**src/rtl/out_arbiter.sv**
```systemverilog
`default_nettype none
// ============================================================================
// Module      : out_arbiter
// Description : Wormhole round-robin arbiter that pops flits from NPort input
//               FIFOs into a 2-entry valid/ready output queue.
// Revision    : 1.0 - initial release
// ============================================================================
module out_arbiter #(
    parameter int DASize = 10,
    parameter int NPort  = 4,
    parameter int PSize  = 2
) (
    input  logic                    clk,
    input  logic                    rst,
    input  logic [NPort*DASize-1:0] buf_out,
    input  logic [NPort-1:0]        buf_empty,
    input  logic [NPort-1:0]        buf_full,
    input  logic [NPort-1:0]        buf_wr,
    output logic [NPort-1:0]        read_en,
    output logic [DASize-1:0]       out_flit,
    output logic                    out_valid,
    input  logic                    out_ready,
    output logic [PSize-1:0]        out_gnt
);

    typedef enum logic [1:0] {
        ST_IDLE  = 2'd0,
        ST_FETCH = 2'd1,
        ST_HOLD  = 2'd2
    } state_t;

    state_t             state_q, state_d;
    logic [PSize-1:0]   gnt_q, gnt_d;
    logic [PSize-1:0]   rr_ptr_q, rr_ptr_d;
    logic [DASize-1:0]  mem_q [2];
    logic [DASize-1:0]  mem_d [2];
    logic               rd_ptr_q, rd_ptr_d;
    logic               wr_ptr_q, wr_ptr_d;
    logic [1:0]         occ_q, occ_d;

    logic [DASize-1:0]  w_slice [NPort];
    logic [NPort-1:0]   w_elig;
    logic               w_any;
    logic               w_pop;
    logic               w_land;
    logic [2:0]         w_need;
    logic               w_space;
    logic [DASize-1:0]  w_landed;
    logic               w_is_tail;
    logic [PSize-1:0]   w_next_gnt;
    logic [PSize-1:0]   w_pick_rr;
    logic [PSize-1:0]   w_pick_next;
    logic               w_push;

    // First requester at or after start, wrapping modulo NPort.
    function automatic logic [PSize-1:0] rr_pick(input logic [NPort-1:0] req,
                                                 input logic [PSize-1:0] start);
        logic [PSize-1:0] idx;
        rr_pick = start;
        for (int k = NPort - 1; k >= 0; k--) begin
            idx = start + PSize'(k);
            if (req[idx]) begin
                rr_pick = idx;
            end
        end
    endfunction

    for (genvar i = 0; i < NPort; i++) begin : g_slice
        assign w_slice[i] = buf_out[i*DASize +: DASize];
    end

    // A FIFO drops a read that coincides with an accepted write.
    assign w_elig      = ~buf_empty & ~(buf_wr & ~buf_full);
    assign w_any       = |w_elig;
    assign out_valid   = (occ_q != 2'd0);
    assign w_pop       = out_valid & out_ready;
    assign w_land      = (state_q == ST_FETCH);
    assign w_need      = {1'b0, occ_q} + {2'b00, w_land} - {2'b00, w_pop};
    assign w_space     = (w_need <= 3'd1);
    assign w_landed    = w_slice[gnt_q];
    assign w_is_tail   = w_landed[DASize-1];
    assign w_next_gnt  = gnt_q + PSize'(1);
    assign w_pick_rr   = rr_pick(w_elig, rr_ptr_q);
    assign w_pick_next = rr_pick(w_elig, w_next_gnt);

    assign out_flit    = mem_q[rd_ptr_q];
    assign out_gnt     = gnt_q;

    always_comb begin
        state_d  = state_q;
        gnt_d    = gnt_q;
        rr_ptr_d = rr_ptr_q;
        read_en  = '0;
        w_push   = 1'b0;
        case (state_q)
            ST_IDLE: begin
                if (w_space && w_any) begin
                    read_en[w_pick_rr] = 1'b1;
                    gnt_d              = w_pick_rr;
                    state_d            = ST_FETCH;
                end
            end
            ST_FETCH: begin
                w_push = 1'b1;
                if (w_is_tail) begin
                    rr_ptr_d = w_next_gnt;
                    if (w_space && w_any) begin
                        read_en[w_pick_next] = 1'b1;
                        gnt_d                = w_pick_next;
                    end else begin
                        state_d = ST_IDLE;
                    end
                end else if (w_elig[gnt_q] && w_space) begin
                    read_en[gnt_q] = 1'b1;
                end else begin
                    state_d = ST_HOLD;
                end
            end
            ST_HOLD: begin
                if (w_elig[gnt_q] && w_space) begin
                    read_en[gnt_q] = 1'b1;
                    state_d        = ST_FETCH;
                end
            end
            default: begin
                state_d = ST_IDLE;
            end
        endcase
        // A pop issued during reset would be lost, so suppress it.
        if (rst) begin
            read_en = '0;
        end
    end

    always_comb begin
        mem_d[0] = mem_q[0];
        mem_d[1] = mem_q[1];
        wr_ptr_d = wr_ptr_q;
        rd_ptr_d = rd_ptr_q;
        occ_d    = occ_q;
        if (w_push) begin
            mem_d[wr_ptr_q] = w_landed;
            wr_ptr_d        = ~wr_ptr_q;
        end
        if (w_pop) begin
            rd_ptr_d = ~rd_ptr_q;
        end
        case ({w_push, w_pop})
            2'b10:   occ_d = occ_q + 2'd1;
            2'b01:   occ_d = occ_q - 2'd1;
            default: occ_d = occ_q;
        endcase
    end

    always_ff @(posedge clk) begin
        if (rst) begin
            state_q  <= ST_IDLE;
            gnt_q    <= '0;
            rr_ptr_q <= '0;
            mem_q[0] <= '0;
            mem_q[1] <= '0;
            rd_ptr_q <= 1'b0;
            wr_ptr_q <= 1'b0;
            occ_q    <= 2'd0;
        end else begin
            state_q  <= state_d;
            gnt_q    <= gnt_d;
            rr_ptr_q <= rr_ptr_d;
            mem_q[0] <= mem_d[0];
            mem_q[1] <= mem_d[1];
            rd_ptr_q <= rd_ptr_d;
            wr_ptr_q <= wr_ptr_d;
            occ_q    <= occ_d;
        end
    end

endmodule
`default_nettype wire

```
**config.mk**
```make
export PLATFORM = sky130hd
export DESIGN_NAME = out_arbiter
export DESIGN_NICKNAME = d
export VERILOG_FILES = /design/src/rtl/out_arbiter.sv
export SDC_FILE = /design/constraint.sdc
export NUM_CORES = 1
export LEC_CHECK = 0
export ABC_AREA = 0
export CAP_MARGIN = 20
export CORE_UTILIZATION = 49
export DETAILED_ROUTE_END_ITERATION = 8
export PLACE_DENSITY = 0.84
export REMOVE_ABC_BUFFERS = 1
export SYNTH_ARGS = -nofsm -noshare
export SYNTH_HDL_FRONTEND = slang
export SYNTH_SLANG_ARGS = --single-unit
```
**constraint.sdc**
```tcl
create_clock -name clk -period 10.95 [get_ports clk]
set_clock_uncertainty 0.05 [all_clocks]
set_input_delay 2.19 -clock clk [delete_from_list [all_inputs] [get_ports clk]]
set_output_delay 2.19 -clock clk [all_outputs]
set_load 0.02 [all_outputs]
```
Figure 1. Signal wires by layer (run 1).
The bar under the picture is 20 um long.
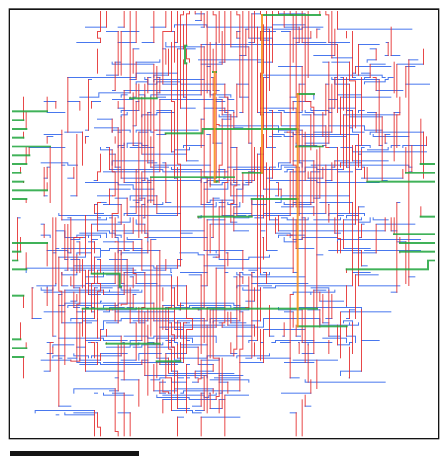
- metal 3: green (wire length 236 um)
- metal 1: blue (wire length 2180 um)
- metal 4: orange (wire length 77.5 um)
- metal 2: red (wire length 2670 um)

Figure 2. Placed standard cells (run 1).
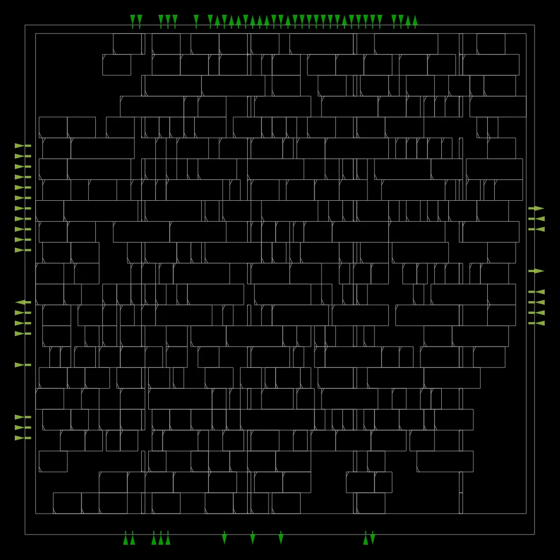
filler-free cell count of the finished design: 355
area of the placeable core: 4000 um^2
total number of tap cells: 50

Figure 3. Routed clock nets over the placement (run 1).
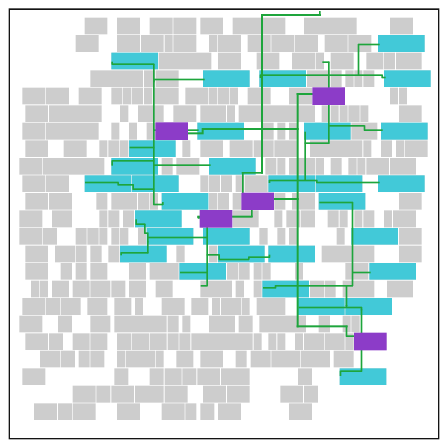
- clock wires: green (length 409 um)
- flip-flops: cyan (count 31)
- clock drivers: purple (count 5)
- routed clock nets: 6

run 1: path summary, 6_finish.rpt:
path | slack, ns | start | endpoint | depth (start not counted)
worst max-delay path | 2.97 | out_ready | read_en[0] | 13
worst min-delay path | 0.41 | mem_q[1][6] | mem_q[1][6] | 2
worst max register to register | 7.34 | state_q[0] | out_gnt[0] | 13
worst min register to register | 0.41 | mem_q[1][6] | mem_q[1][6] | 2
run 1: cells in the mapped netlist, types with 2 or more instances:
library cell	instances
sky130_fd_sc_hd__a221o_1	3
sky130_fd_sc_hd__buf_2	2
sky130_fd_sc_hd__a2bb2oi_1	2
sky130_fd_sc_hd__nor2b_1	4
sky130_fd_sc_hd__mux2_2	10
sky130_fd_sc_hd__and2_1	4
sky130_fd_sc_hd__a21oi_1	28
sky130_fd_sc_hd__ha_1	7
sky130_fd_sc_hd__o211ai_1	3
sky130_fd_sc_hd__xnor2_1	3
sky130_fd_sc_hd__nand2_1	48
sky130_fd_sc_hd__nor2_2	2
sky130_fd_sc_hd__dfxtp_1	31
sky130_fd_sc_hd__or2_2	4
sky130_fd_sc_hd__nor3_1	6
sky130_fd_sc_hd__clkbuf_1	7
sky130_fd_sc_hd__inv_1	9
sky130_fd_sc_hd__mux4_2	10
sky130_fd_sc_hd__a311oi_1	4
sky130_fd_sc_hd__a211oi_1	2
sky130_fd_sc_hd__o21a_1	2
sky130_fd_sc_hd__or3_1	4
sky130_fd_sc_hd__o21ai_0	6
sky130_fd_sc_hd__nor2_1	13
sky130_fd_sc_hd__nor3b_1	3
run 1: final cells by class:
type	instances	area share [%]
Sequential cell	31	21.6
Tap cell	50	2.18
Clock buffer	8	3.48
Inverter	9	1.18
Timing Repair Buffer	73	25.3
Multi-Input combinational cell	184	46.3
run 1: logic make-up after synthesis:
logic type      Yosys count
compound gates           56
fa+ha+maj                 8
simple gates             95
xor+xnor                  4
mux                      21
buf+inv                  19
flops                    31
run 1: power groups by stage:
stage	Combinational [mW]	Clock [mW]	Sequential, mW
final	0.299	0.0995	0.165
after global routing	0.327	0.106	0.169
after CTS	0.300	0.0999	0.165
after detailed placement	0.297	0	0.167
after global placement	0.291	0	0.167
after floorplan	0.197	0	0.166
run 1: worst max-delay path: stages:
cell                              delay (ns)
sky130_fd_sc_hd__clkdlybuf4s50_1        0.39
sky130_fd_sc_hd__and2_1                 0.17
sky130_fd_sc_hd__ha_1                   0.35
sky130_fd_sc_hd__inv_1                  0.06
sky130_fd_sc_hd__ha_1                   0.18
sky130_fd_sc_hd__fa_1                   0.38
sky130_fd_sc_hd__xnor2_1                0.15
sky130_fd_sc_hd__nor3_1                 0.26
sky130_fd_sc_hd__o311ai_4               0.20
sky130_fd_sc_hd__or3_2                  0.48
sky130_fd_sc_hd__nor3b_1                0.20
sky130_fd_sc_hd__a221o_1                0.14
sky130_fd_sc_hd__clkdlybuf4s50_1        0.59
run 1: state kept, by name, indices dropped and copies added, names as in the netlist, named ones only:
signal and cells:
occ_q 2, wr_ptr_q 1, mem_q 20, state_q 2
rr_ptr_q 2, rd_ptr_q 1, out_gnt 2
==> impl_metrics.toml, run 1 <==
# yosys + openroad results
[floorplanning]
design.die.area_um2 = 4410
core.rowCount = 23
boundaryPins = 72
die_w_um = 66.4
fp_util_pct = 50.8

[layout]
final_core_util_pct = 71.8
diodes = 0
finish.instance_area_um2 = 2870
most_instantiated_logic_cells_after_routing = "sky130_fd_sc_hd__clkdlybuf4s50_1 (71), sky130_fd_sc_hd__nand2_1 (48), sky130_fd_sc_hd__dfxtp_1 (31)"
synthToLayoutAreaGrowth_pct = 41.4
fillCellCount = 327
area.combinational_um2 = 1330
layout_top_cell_excl_fill_tap = "sky130_fd_sc_hd__clkdlybuf4s50_1"
final_layout_size_suffix_gt1_share_pct = 13.1

[timing]
final-setup-viol-count = 0
finalSetupTns_ns = 0
finalHoldWorstSlack_ns = 0.406
final_period_minus_worst_setup_slack_ns = 7.98
tightest_slew_ns = 0.756
hold_viol_final = 0
setup_slack_ns = 2.97
number_of_pins_exceeding_their_max_slew_limit_in_the_final_report = 0
fin_crit_sh_pct = 72.9
timing.slew.headroom_pct = 49.4
timing.fmax_mhz = 125

[cts]
cts.sink_count = 31
cts_hold_buffers = 0
worst_setup_hold_path_clk_slew_ns = 0.07
h_tree_levels = 2
clk_latency_ns = 0.29
numCtsBuffers = 5
clockRootBuffer = "sky130_fd_sc_hd__clkbuf_8"
cts_tree = "yes"
max-clock-path-buffers = 2
post_cts_resize_count = 0

[detailed_routing]
routed.top_layer = "met4"
detail_route.wirelength.met1_mm = 2.18
avgViaCountPerCell = 5.64
antenna_left = 0
violation_tally_from_detailed_route_iteration_zero = 141
drt-total-wl_mm = 5.16
remaining_drc_errors = 0
detailroute.wirelength.met3_um = 235
route.met2.wl_mm = 2.67
wl_per_cell_um = 14.5
detailedRoute.firstPassIterationCount = 4

[synthesis]
edf_count = 0
synth_top_flop_cell = "sky130_fd_sc_hd__dfxtp_1"
number_of_storage_elements_in_the_synthesis_netlist = 31
synthDominantCellAreaShare_pct = 30.5
yosys.area.top_type = "sky130_fd_sc_hd__dfxtp_1"
yosysChipArea_um2 = 2030
topCellsByArea = "sky130_fd_sc_hd__dfxtp_1 (31%), sky130_fd_sc_hd__mux4_2 (11%), sky130_fd_sc_hd__nand2_1 (8.9%)"
yosysCellCount = 234
syn-instance-count = 234
yosys-dominant-comb-family = "simple AND/OR/NAND/NOR gates"
synthAdderAreaFrac_pct = 5.30
ys_sh_xor_pct = 1.72
ys_types = 42
synth-async-reset-ratio_pct = 0
yosysWarnings = 0
post_synth.cell_area_avg_um2 = 8.68
mux_share_pct = 17.9
synthesis.area_um2 = 2030
yosys.area_share.simple_pct = 22.2

[hold_path]
hold_path.class = "reg2reg"

[power_and_ir_drop]
finalPower_mw = 0.564
swShare_pct = 39.3
pwr_density_cell_nw_per_um2 = 196
clock_power_share_pct = 17.6
sequentialPowerShare_pct = 29.3
internal-power_mw = 0.343
p_leak_nw = 1.04
switchingPower_mw = 0.221
p_comb_share_pct = 53.1

[global_routing]
total_congestion_overflow = 0
grt_most_used_layer = "met2"
met1_usage_in_global_routing_pct = 29.8
grt_max_degree = 34
via_count_of_the_first_global_routing_pass = 1872
globalRouteMet2Util_pct = 44.0
grtUsageTotal_pct = 24.8
grt.met3_usage_pct = 4.31

[placed_design]
dpl_cell_area_um2 = 2770
detailedPlace.worstSlack_ns = 2.96
dpl.cell_count = 347
gpl_wtd_cong = 0.913
number_of_port_buffers = 71
dpl.hpwl_mm = 3.72

[outcome]
result_of_the_run = "finished, final reports clean"

[flow_run]
log.warning_count = 30
timing.max_cap.violations = 0

[setup_path]
timing_worst_setup_path_type = "in2out"
worst-endpoint-required_ns = 8.71
cp_max_fo = 7
start_kind = "input port"
end_kind = "output pin"
==> run 2, diff against run 1 <==
- CORE_UTILIZATION: 49 -> 41
- PLACE_DENSITY: 0.84 -> 0.75
- clock period: 10.95 -> 6.6 ns (I/O delays scaled with it)
==> run 2 against run 1 <==
Against the previous run:
- combinational power increased by 69%
- critical endpoint unchanged
- routed wire length decreased by 3.3%
- cell count increased by 5.1%
- flip-flop count stayed put
- power increased by 65%
- critical path depth did not move
- global-route usage down 5.0 points
- largest power group unchanged
==> impl_metrics.toml, run 2 <==
# yosys + openroad results
[outcome]
result_of_the_run = "finished, final reports clean"

[layout]
layout_top_cell_excl_fill_tap = "sky130_fd_sc_hd__clkdlybuf4s50_1"
regMostFlops = "mem_q"
most_instantiated_logic_cells_after_routing = "sky130_fd_sc_hd__clkdlybuf4s50_1 (71), sky130_fd_sc_hd__nand2_1 (48), sky130_fd_sc_hd__dfxtp_1 (31)"
final_layout_size_suffix_gt1_share_pct = 13.4
finish.instance_area_um2 = 2900
diodes = 0
largest_register_ffs = 20

[global_routing]
grt_max_degree = 34
via_count_of_the_first_global_routing_pass = 1796

[floorplanning]
core.rowCount = 25
design.die.area_um2 = 5240
die_w_um = 72.4
placeableCoreArea_um2 = 4750
fp_util_pct = 42.7

[synthesis]
mux_share_pct = 17.9
yosys.area_share.simple_pct = 22.2
yosys-dominant-comb-family = "simple AND/OR/NAND/NOR gates"
topCellsByArea = "sky130_fd_sc_hd__dfxtp_1 (31%), sky130_fd_sc_hd__mux4_2 (11%), sky130_fd_sc_hd__nand2_1 (8.9%)"
yosys.area.top_type = "sky130_fd_sc_hd__dfxtp_1"
yosysChipArea_um2 = 2030
synthAdderAreaFrac_pct = 5.30
ys_types = 42
post_synth.cell_area_avg_um2 = 8.68
leading_cell_type_by_number_of_instances_after_synthesis = "sky130_fd_sc_hd__nand2_1"
yosysCellCount = 234
number_of_storage_elements_in_the_synthesis_netlist = 31
yosysWarnings = 0
edf_count = 0

[timing]
setup_slack_ns = 0.273
final-setup-viol-count = 0
final_period_minus_worst_setup_slack_ns = 6.33
finalSetupTns_ns = 0
number_of_pins_exceeding_their_max_slew_limit_in_the_final_report = 0
hold_viol_final = 0
timing.fmax_mhz = 158
timing.slew.headroom_pct = 50.1
tightest_slew_ns = 0.746
fin_crit_sh_pct = 95.9

[cts]
worst_setup_hold_path_clk_slew_ns = 0.06
clk_latency_ns = 0.27
cts_tree = "yes"
clockRootBuffer = "sky130_fd_sc_hd__clkbuf_8"
post_cts_resize_count = 0
cts_hold_buffers = 0
h_tree_levels = 2

[placed_design]
dpl.hpwl_mm = 3.76
dpl_cell_area_um2 = 2800
dpl.cell_count = 365

[detailed_routing]
avgViaCountPerCell = 5.20
antenna_left = 0
violation_tally_from_detailed_route_iteration_zero = 82
detailedRoute.firstPassIterationCount = 4
remaining_drc_errors = 0

[power_and_ir_drop]
finalPower_mw = 0.928
pwr_density_cell_nw_per_um2 = 320
p_leak_nw = 1.04

[setup_path]
worst-endpoint-required_ns = 5.23
end_kind = "output pin"
r2r_cells = 13
timing_worst_setup_path_type = "in2out"
cp_max_fo = 7

[flow_run]
log.warning_count = 30
timing.max_cap.violations = 0

[hold_path]
hold_path.class = "reg2reg"
hold_depth = 2
run 2: worst paths after layout:
| path | start | to | slack (ns) |
|---|---|---|---|
| setup / recovery | out_ready | read_en[0] | 0.27 |
| hold / removal | mem_q[0][8] | mem_q[0][8] | 0.40 |
| setup reg to reg | state_q[0] | out_gnt[0] | 2.98 |
| hold reg to reg | mem_q[0][8] | mem_q[0][8] | 0.40 |
run 2: worst max-delay path: stages:
cell                              delay (ns)
sky130_fd_sc_hd__clkdlybuf4s50_1        0.39
sky130_fd_sc_hd__and2_1                 0.17
sky130_fd_sc_hd__ha_1                   0.34
sky130_fd_sc_hd__inv_1                  0.06
sky130_fd_sc_hd__ha_1                   0.18
sky130_fd_sc_hd__fa_1                   0.37
sky130_fd_sc_hd__xnor2_1                0.15
sky130_fd_sc_hd__nor3_1                 0.31
sky130_fd_sc_hd__o311ai_4               0.22
sky130_fd_sc_hd__or3_2                  0.49
sky130_fd_sc_hd__nor3b_1                0.22
sky130_fd_sc_hd__a221o_1                0.14
sky130_fd_sc_hd__clkdlybuf4s50_1        0.59
run 2: cells by family after synthesis:
| family | Yosys count |
|---|---|
| compound gates | 56 |
| xor+xnor | 4 |
| fa+ha+maj | 8 |
| buf+inv | 19 |
| flops | 31 |
| mux | 21 |
| simple gates | 95 |
run 2: power by group:
part | internal [mW] | switching (mW)
Combinational | 0.245 | 0.259
Clock | 0.0951 | 0.0667
Sequential | 0.230 | 0.0319
Total | 0.570 | 0.358
run 2: routing by layer:
metal | GRT usage [%] | part of all wire, %
met5 | 0 | 0
met4 | 5.23 | 0.92
met3 | 3.19 | 3.6
met2 | 33.9 | 50
met1 | 25.8 | 46
run 2: cell type report:
cell class | instances | share of cell area (%)
clock buffer | 8 | 3.45
inverter | 9 | 1.16
multi-input combinational | 184 | 45.8
sequential | 31 | 21.4
tap | 67 | 2.89
timing repair buffer | 74 | 25.3
Figure 4. Nets reached from selected ports (run 2).
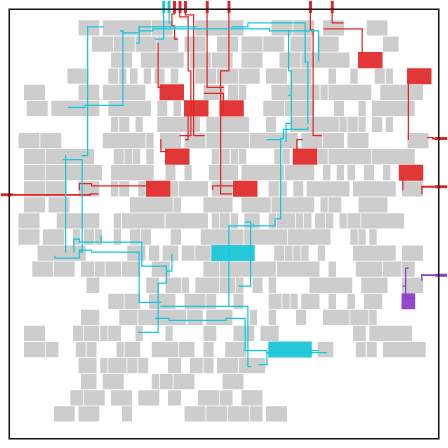
- `out_valid`: purple (bits 1; direction output; end cells 1; buffers 1; wire 10.8 um)
- `out_gnt`: cyan (bits 2; direction output; end cells 2; buffers 4; wire 395 um)
- `out_flit`: red (bits 10; direction output; end cells 10; buffers 10; wire 219 um)
number of port buffers: 71
I/O pin total: 72

Figure 5. Signal wires by layer (run 2).
The bar under the picture is 20 um long.
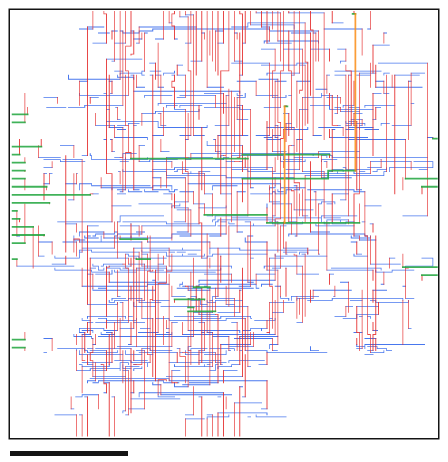
- metal 4: orange (wire length 46.2 um)
- metal 3: green (wire length 178 um)
- metal 1: blue (wire length 2290 um)
- metal 2: red (wire length 2480 um)
Final Routed Wirelength: 4.99 mm
overall routing resource usage: 19.8%
Via Count: 1941
routed len/inst: 13.4 um

==> run 3, diff against run 2 <==
- CORE_UTILIZATION: 41 -> 30
- PLACE_DENSITY: 0.75 -> 0.57
==> run 3 against run 2 <==
Against the previous run:
- utilization fell by 16 points
- synthesized cell count unchanged
- combinational power is 0.8% higher
- cell count increased by 2.9%
- largest power group unchanged
- synthesized area is the same
- hold slack worse by 0.0020 ns
- fmax grew 0.52%
- worst setup slack better by 0.033 ns
- global-route usage is 3.9 points lower
==> impl_metrics.toml, run 3 <==
# yosys + openroad results
[timing]
finalSetupTns_ns = 0
timing.slew.headroom_pct = 49.5
number_of_pins_exceeding_their_max_slew_limit_in_the_final_report = 0
fin_crit_sh_pct = 95.4
setup_slack_ns = 0.306
final-setup-viol-count = 0
timing.fmax_mhz = 159
final_period_minus_worst_setup_slack_ns = 6.29
tightest_slew_ns = 0.755

[flow_run]
timing.max_cap.violations = 0
log.warning_count = 30

[layout]
final_core_util_pct = 45.2
synthToLayoutAreaGrowth_pct = 43.8
most_instantiated_logic_cells_after_routing = "sky130_fd_sc_hd__clkdlybuf4s50_1 (71), sky130_fd_sc_hd__nand2_1 (48), sky130_fd_sc_hd__dfxtp_1 (31)"
diodes = 0
final_cells = 384
regMostFlops = "mem_q"
final_layout_size_suffix_gt1_share_pct = 13.7
layout_top_cell_excl_fill_tap = "sky130_fd_sc_hd__clkdlybuf4s50_1"
area.combinational_um2 = 1330
largest_register_ffs = 20

[detailed_routing]
drt-total-wl_mm = 5.19
avgViaCountPerCell = 5.09
routed-via-count = 1953
detailedRoute.firstPassIterationCount = 4
violation_tally_from_detailed_route_iteration_zero = 83
antenna_left = 0
remaining_drc_errors = 0

[setup_path]
critical_path_buf_inv_count = 3
timing_worst_setup_path_type = "in2out"
start_kind = "input port"
setup.reg_to_reg.worst_slack_ns = 3.30
worst-endpoint-required_ns = 5.23
end_kind = "output pin"

[placed_design]
detailedPlace.worstSlack_ns = 0.293
dpl.cell_count = 376
number_of_port_buffers = 71
gpl_wtd_cong = 0.844

[floorplanning]
die_w_um = 84.3
core.rowCount = 29
boundaryPins = 72
fp_util_pct = 31.5

[power_and_ir_drop]
finalPower_mw = 0.936
p_leak_nw = 1.05
pwr_density_cell_nw_per_um2 = 321

[global_routing]
via_count_of_the_first_global_routing_pass = 1966
grt_max_degree = 26
total_congestion_overflow = 0
grtUsageTotal_pct = 15.9

[synthesis]
topCellsByArea = "sky130_fd_sc_hd__dfxtp_1 (31%), sky130_fd_sc_hd__mux4_2 (11%), sky130_fd_sc_hd__nand2_1 (8.9%)"
synthDominantCellAreaShare_pct = 30.5
synthesis.area_um2 = 2030
post_synth.cell_area_avg_um2 = 8.68
synthTopCellsByCount = "sky130_fd_sc_hd__nand2_1 (48), sky130_fd_sc_hd__dfxtp_1 (31), sky130_fd_sc_hd__a21oi_1 (28)"
synth_top_flop_cell = "sky130_fd_sc_hd__dfxtp_1"
leading_cell_type_by_number_of_instances_after_synthesis = "sky130_fd_sc_hd__nand2_1"

[cts]
clk_latency_ns = 0.28
max-clock-path-buffers = 2
h_tree_levels = 2
worst_setup_hold_path_clk_slew_ns = 0.06
post_cts_resize_count = 0

[hold_path]
hold_path.class = "reg2reg"

[outcome]
result_of_the_run = "finished, final reports clean"
==> run 3: power breakdown <==
group | total, mW | internal, mW | switching (mW)
Sequential | 0.263 | 0.230 | 0.0330
Combinational | 0.508 | 0.248 | 0.260
Clock | 0.165 | 0.0951 | 0.0701
Total | 0.936 | 0.573 | 0.363
==> run 3: cells by family after synthesis <==
| group | synth area share (%) |
|---|---|
| multiplexers | 17.9 |
| AND/OR/NAND/NOR | 22.2 |
| XOR/XNOR | 1.72 |
| flip-flops | 30.5 |
| buffers and inverters | 4.00 |
| adder cells (fa/ha/maj) | 5.30 |
| AND-OR/OR-AND | 18.3 |
==> run 3: cell type report <==
cell class,count,area share (%)
inverter,9,1.16
clock buffer,8,3.43
multi-input combinational,184,45.5
sequential,31,21.2
timing repair buffer,75,25.4
tap,77,3.30
==> run 3: metal layers <==
metal | GRT usage, % | share of wire, % | vias to the layer above | routed length (um)
met5 | 0 | 0 | - | 0
met2 | 27.0 | 49 | 47 | 2530
met4 | 5.33 | 1.4 | 0 | 71
met1 | 20.2 | 46 | 915 | 2380
met3 | 2.95 | 4.0 | 7 | 205
li1 | - | - | 984 | -
==> run 3: final timing paths <==
| kind | endpoint | start | depth (start not counted) |
|---|---|---|---|
| hold reg to reg | mem_q[0][3] | mem_q[0][3] | 2 |
| setup reg to reg | out_gnt[0] | occ_q[0] | 12 |
| hold / removal | mem_q[0][3] | mem_q[0][3] | 2 |
| setup / recovery | read_en[0] | out_ready | 13 |
==> run 3: worst register-to-register path, cell delays in order, from the launching register on <==
cell and delay [ns]:
sky130_fd_sc_hd__dfxtp_1 0.35, sky130_fd_sc_hd__or2_2 0.31, sky130_fd_sc_hd__and2_1 0.20, sky130_fd_sc_hd__ha_1 0.35, sky130_fd_sc_hd__inv_1 0.06, sky130_fd_sc_hd__ha_1 0.19
sky130_fd_sc_hd__fa_1 0.38, sky130_fd_sc_hd__xnor2_1 0.15, sky130_fd_sc_hd__nor3_1 0.27, sky130_fd_sc_hd__o311ai_4 0.21, sky130_fd_sc_hd__or3_2 0.49, sky130_fd_sc_hd__nor2_2 0.12
sky130_fd_sc_hd__a311o_1 0.13
==> run 3: metrics by stage <==
stage,hold slack [ns],cell area (um^2)
after floorplan,0.377,1980
after global placement,0.390,2820
after detailed placement,0.394,2820
after CTS,0.403,2920
after global routing,0.417,2920
final,0.401,2920
Figure 6. Ports around the boundary (run 3).
Pins as bars across the die edge, other pins in gray.
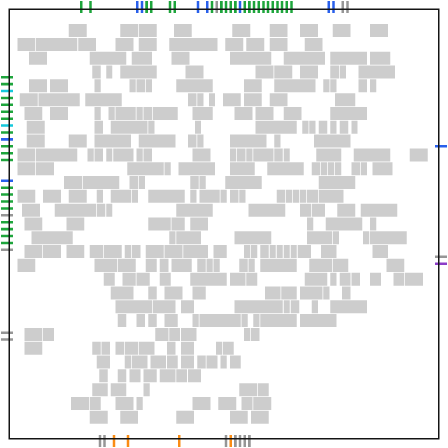
- `buf_out`: green (pins 40; direction input; edge 22 north, 18 west)
- `out_gnt`: cyan (pins 2; direction output; edge west)
- `out_valid`: purple (pins 1; direction output; edge east)
- `buf_empty`: orange (pins 4; direction input; edge south)
- `out_flit`: blue (pins 10; direction output; edge 7 north, 2 west, 1 east)
- all pins by edge: 32 north, 26 west, 11 south, 3 east

Figure 7. Nets reached from selected ports (run 3).
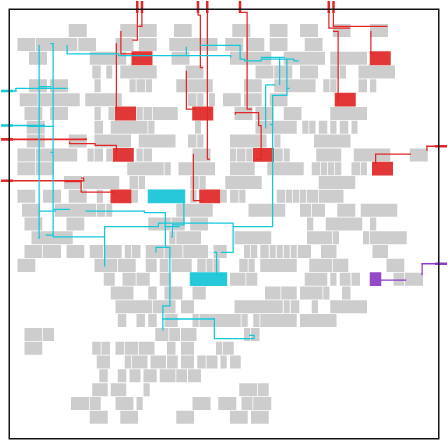
- `out_gnt`: cyan (bits 2; direction output; end cells 2; buffers 4; wire 373 um)
- `out_valid`: purple (bits 1; direction output; end cells 1; buffers 1; wire 10.0 um)
- `out_flit`: red (bits 10; direction output; end cells 10; buffers 10; wire 236 um)

Power figures rest on the tool's default switching activity, not on a simulated workload.
